==> images/met1.png <==
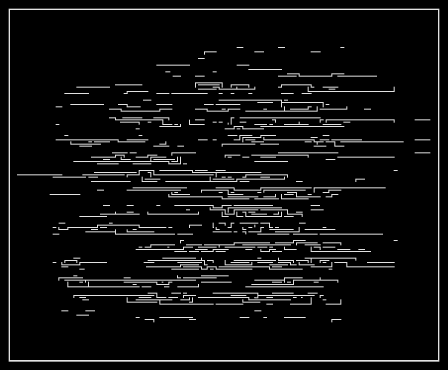
==> images/final_congestion.png <==
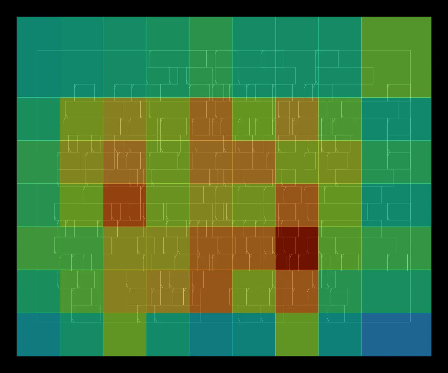
==> images/met2.png <==
The bar under the picture is 20 µm long.
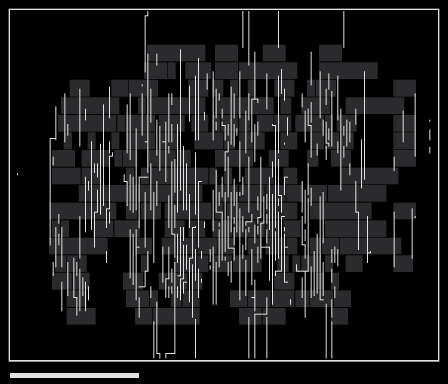
==> images/zoom.png <==
The bar under the picture is 5 µm long. Region (7, 31) to (27, 51) µm. Cells in gray, sequential cells in the stronger gray; small squares are vias.
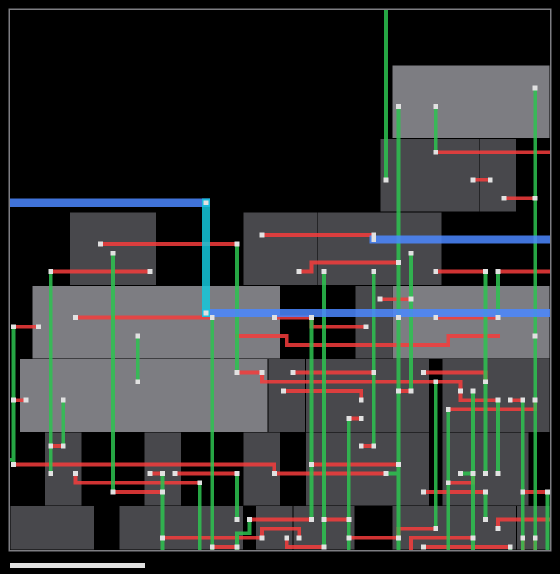
--- src/rtl/controle_rega.sv ---
// -----------------------------------------------------------------------------
// controle_rega
// Irrigation sequencer. It is driven by the system timer's one-cycle tick
// pulses and runs timed sprinkler or drip cycles, refills the tank, enforces a
// rest period after each run, and raises an alarm while the moisture sensor
// reports a fault. It also counts completed irrigation runs, saturating at 255.
//
// state        | meaning
// -------------+-----------------------------------------------------------
// IDLE     (0) | waiting for dry soil
// ASPERSAO (1) | sprinkler valve open, timed by T_ASP minutes
// GOTEJAMENTO(2)| drip valve open, timed by T_GOT minutes
// PAUSA    (3) | mandatory rest, T_PAUSA minutes
// ENCHE    (4) | tank fill valve open until level is no longer low
// ALARME   (5) | sensor fault; two clean tick_dseg samples are needed to leave
// 6, 7         | illegal; forced back to IDLE on the next clock
//
// Ports:
//   clock         in   system clock, rising edge
//   reset         in   asynchronous active-high reset
//   tick_dseg     in   1-cycle pulse every 10 s
//   tick_min      in   1-cycle pulse every minute
//   umidade[1:0]  in   00 dry, 01 medium, 10 wet, 11 sensor fault
//   nivel_baixo   in   tank level low
//   temp_alta     in   high ambient temperature
//   valvula_asp   out  sprinkler valve
//   valvula_got   out  drip valve
//   valvula_enche out  tank fill valve
//   alarme        out  sensor fault alarm
//   estado[2:0]   out  current state code
//   ciclos[7:0]   out  completed irrigation runs, saturating
// -----------------------------------------------------------------------------
module controle_rega #(
  parameter int T_ASP   = 3,
  parameter int T_GOT   = 5,
  parameter int T_PAUSA = 2
) (
  input  logic       clock,
  input  logic       reset,
  input  logic       tick_dseg,
  input  logic       tick_min,
  input  logic [1:0] umidade,
  input  logic       nivel_baixo,
  input  logic       temp_alta,
  output logic       valvula_asp,
  output logic       valvula_got,
  output logic       valvula_enche,
  output logic       alarme,
  output logic [2:0] estado,
  output logic [7:0] ciclos
);

  typedef enum logic [2:0] {
    S_IDLE   = 3'd0,
    S_ASP    = 3'd1,
    S_GOT    = 3'd2,
    S_PAUSA  = 3'd3,
    S_ENCHE  = 3'd4,
    S_ALARME = 3'd5,
    S_ILL6   = 3'd6,
    S_ILL7   = 3'd7
  } state_t;

  // Terminal counts: the run ends on the tick_min that arrives while the
  // counter already holds T-1.
  localparam logic [3:0] LP_ASP_LAST   = 4'(T_ASP - 1);
  localparam logic [3:0] LP_GOT_LAST   = 4'(T_GOT - 1);
  localparam logic [3:0] LP_PAUSA_LAST = 4'(T_PAUSA - 1);

  localparam logic [1:0] LP_UM_SECO  = 2'b00;
  localparam logic [1:0] LP_UM_UMIDO = 2'b10;
  localparam logic [1:0] LP_UM_FALHA = 2'b11;

  state_t     r_state;
  state_t     w_next;
  logic [3:0] r_min_cnt;
  logic [1:0] r_conf_cnt;
  logic [1:0] w_conf_next;
  logic [7:0] r_ciclos;
  logic       w_cycle_done;
  logic       w_changing;
  logic       w_timed;

  always_comb begin
    w_next      = r_state;
    w_conf_next = r_conf_cnt;

    if (r_state == S_ILL6 || r_state == S_ILL7) begin
      w_next = S_IDLE;
    end else if (r_state == S_ALARME) begin
      // A faulty sample restarts the confirmation; the second clean sample exits.
      if (tick_dseg) begin
        if (umidade == LP_UM_FALHA) begin
          w_conf_next = 2'd0;
        end else if (r_conf_cnt == 2'd1) begin
          w_next = S_IDLE;
        end else begin
          w_conf_next = r_conf_cnt + 2'd1;
        end
      end
    end else if (umidade == LP_UM_FALHA) begin
      w_next = S_ALARME;
    end else if (nivel_baixo &&
                 (r_state == S_IDLE || r_state == S_ASP || r_state == S_GOT)) begin
      w_next = S_ENCHE;
    end else begin
      case (r_state)
        S_IDLE: begin
          if (umidade == LP_UM_SECO) begin
            w_next = temp_alta ? S_GOT : S_ASP;
          end
        end
        S_ASP: begin
          if (umidade == LP_UM_UMIDO) begin
            w_next = S_PAUSA;
          end else if (tick_min && r_min_cnt == LP_ASP_LAST) begin
            w_next = S_PAUSA;
          end
        end
        S_GOT: begin
          if (umidade == LP_UM_UMIDO) begin
            w_next = S_PAUSA;
          end else if (tick_min && r_min_cnt == LP_GOT_LAST) begin
            w_next = S_PAUSA;
          end
        end
        S_PAUSA: begin
          if (tick_min && r_min_cnt == LP_PAUSA_LAST) begin
            w_next = S_IDLE;
          end
        end
        S_ENCHE: begin
          if (tick_dseg && !nivel_baixo) begin
            w_next = S_PAUSA;
          end
        end
        default: w_next = S_IDLE;
      endcase
    end
  end

  assign w_changing   = (w_next != r_state);
  assign w_timed      = (r_state == S_ASP) || (r_state == S_GOT) || (r_state == S_PAUSA);
  // Only a run ending in PAUSA counts; exits to ENCHE or ALARME do not.
  assign w_cycle_done = ((r_state == S_ASP) || (r_state == S_GOT)) && (w_next == S_PAUSA);

  always_ff @(posedge clock or posedge reset) begin
    if (reset) begin
      r_state    <= S_IDLE;
      r_min_cnt  <= 4'd0;
      r_conf_cnt <= 2'd0;
      r_ciclos   <= 8'd0;
    end else begin
      r_state <= w_next;

      // A tick_min on the entry edge is swallowed by the clear.
      if (w_changing) begin
        r_min_cnt <= 4'd0;
      end else if (tick_min && w_timed) begin
        r_min_cnt <= r_min_cnt + 4'd1;
      end

      if (w_changing) begin
        r_conf_cnt <= 2'd0;
      end else begin
        r_conf_cnt <= w_conf_next;
      end

      if (w_cycle_done && r_ciclos != 8'hFF) begin
        r_ciclos <= r_ciclos + 8'd1;
      end
    end
  end

  // Moore decode straight off the state register so reset closes valves at once.
  assign valvula_asp   = (r_state == S_ASP);
  assign valvula_got   = (r_state == S_GOT);
  assign valvula_enche = (r_state == S_ENCHE);
  assign alarme        = (r_state == S_ALARME);
  assign estado        = r_state;
  assign ciclos        = r_ciclos;

endmodule

--- config.mk ---
export PLATFORM = sky130hd
export DESIGN_NAME = controle_rega
export DESIGN_NICKNAME = d
export VERILOG_FILES = /design/src/rtl/controle_rega.sv
export SDC_FILE = /design/constraint.sdc
export NUM_CORES = 1
export LEC_CHECK = 0
export CORE_ASPECT_RATIO = 0.8
export CORE_MARGIN = 3
export CORE_UTILIZATION = 45
export CTS_CLUSTER_DIAMETER = 40
export DETAILED_ROUTE_END_ITERATION = 10
export HOLD_SLACK_MARGIN = 0.06
export PLACE_DENSITY_LB_ADDON = 0.25
export SETUP_SLACK_MARGIN = 0.4
export SLEW_MARGIN = 20
export SYNTH_ARGS = -nofsm -noshare
export SYNTH_HDL_FRONTEND = slang
export SYNTH_SLANG_ARGS = --single-unit
export TNS_END_PERCENT = 30
--- constraint.sdc ---
create_clock -name clock -period 2.65 [get_ports clock]
set_input_delay 0.53 -clock clock [delete_from_list [all_inputs] [get_ports clock]]
set_output_delay 0.53 -clock clock [all_outputs]
set_load 0.05 [all_outputs]
==> summary.rpt <==
=========================================================================
Result of the run .......................................... complete, no violations
Average instance area after synthesis ......................     9.30 µm²
Die Y ......................................................      54.3 µm
Least setup slack across all paths after layout ............     0.445 ns
Die Size ...................................................     3600 µm²
Synthesized-area fraction occupied by xor and xnor cells ...       0.0668
Drt first-iter violations ..................................          107
Antenna violations before repair ...........................            0
Number of global-route vias before repair ..................         1084
First-pass GRT wire length .................................      4970 µm
Buffer type at the clock tree root .........................     clkbuf_4
Yosys adder share ..........................................       0.0573
Setup crit end kind ........................................     register
MaxCap Viol Count ..........................................            0
Clock-pin slew on the worst setup and hold paths ...........      0.09 ns
Final-layout setup total negative slack ....................         0 ns
Compound-gate portion of the synthesized area ..............        0.215
Mux cell area share ........................................      0.00859
Crit path launch type ...................................... primary input
Critical path start-end classification .....................       in2reg
Combined area of all synthesized cells .....................     1310 µm²
Number of CTS-inserted buffers .............................            3
Synth flops ................................................           17
Count of flip-flops with a built-in enable after synthesis .            0
Startpoint of the worst register-to-register path .......... r_min_cnt[1]
Post-Syn Instances .........................................          141
Cell area after placement ..................................     1570 µm²
Top logic cell family in the synthesized netlist ........... simple AND/OR/NAND/NOR gates
CTS H-Tree Depth ...........................................            1
Core Region ................................................     2600 µm²
Worst reg2reg endpoint .....................................    ciclos[1]
FFs w/ async S/R, synth ....................................         1.00
Fillers ....................................................          232
Share of the yosys chip area belonging to registers ........        0.324
Count of warnings emitted by yosys .........................            0
Maximum buffer depth of the clock tree .....................            2
GR Overflow Total ..........................................            0
Num ports ..................................................           23
=========================================================================
Notes on met1.png above:
share of all routed wire = 46%
main direction = horizontal
nets with wire on the layer = 161
longest straight run = 20.2 µm
met1 global-route usage: 0.252
total routed wirelength: 2890 µm
overall via count from detail_route: 1168

Notes on final_congestion.png above:
global-route usage over all layers: 0.183
M2 GR Usage: 0.282
met3 layer usage reported by global route: 0.0595
global routing's busiest layer: met2

Notes on met2.png above:
wire length on this layer = 1390 µm
share of all routed wire = 48%
main direction = vertical
longest straight run = 21.8 µm

Notes on zoom.png above:
blue -> met3
green -> met2
cyan -> met4
red -> met1
most frequent = ha_1 (4), dfrtp_1 (4), inv_1 (3)
sequential cells in the window = 4
cells with their middle in the window = 24
netlist names of flops here include = ciclos (2), r_min_cnt (2)

-- area by class of cell --
cell class / count / area [µm²] / area share
Multi-Input combinational cell: 110 / 817 / 0.509
Sequential cell: 17 / 429 / 0.267
Timing Repair Buffer: 27 / 262 / 0.163
Tap cell: 36 / 45.0 / 0.0281
Clock buffer: 4 / 26.3 / 0.0164
Inverter: 7 / 26.3 / 0.0164
-- worst reg2reg max path, cell delays in order, from the launching register on --
cell and delay, ns:
dfrtp_1 0.42, inv_1 0.08, ha_1 0.17, and4bb_2 0.25, o32ai_4 0.37, nor3_4 0.11
nor2_1 0.18, mux2_2 0.35
-- where the power goes --
part | total (mW) | switching (mW) | internal, mW
clock | 0.134 | 0.0759 | 0.0585
combinational | 0.829 | 0.510 | 0.319
sequential | 0.410 | 0.103 | 0.307
-- sequential cells by signal, summed over array words and instances (netlist names) --
name        cells
estado          3
ciclos          8
r_conf_cnt      2
r_min_cnt       4
-- cell usage after synthesis, types with 2 or more instances --
cell / n / area (µm²)
a211o_1: 2 / 17.5
clkbuf_1: 2 / 7.51
a21oi_1: 6 / 30.0
nor4b_1: 3 / 26.3
buf_6: 2 / 22.5
nand3_1: 3 / 15.0
a21o_1: 3 / 22.5
nor2_1: 14 / 52.6
o21ai_0: 6 / 30.0
nor4_2: 2 / 25.0
xor2_1: 9 / 78.8
dfrtp_1: 17 / 425
nand4_1: 3 / 18.8
nor3_1: 5 / 25.0
nand2b_1: 4 / 25.0
a221oi_1: 2 / 17.5
nand2_1: 12 / 45.0
buf_2: 2 / 10.0
ha_1: 6 / 75.1
inv_1: 7 / 26.3
-- per-layer routing --
metal,wire [µm],vias to the layer above
met5,0,-
met4,4,0
met3,166,2
met2,1390,37
met1,1330,559
li1,-,570
Power and IR drop assume default switching activity.
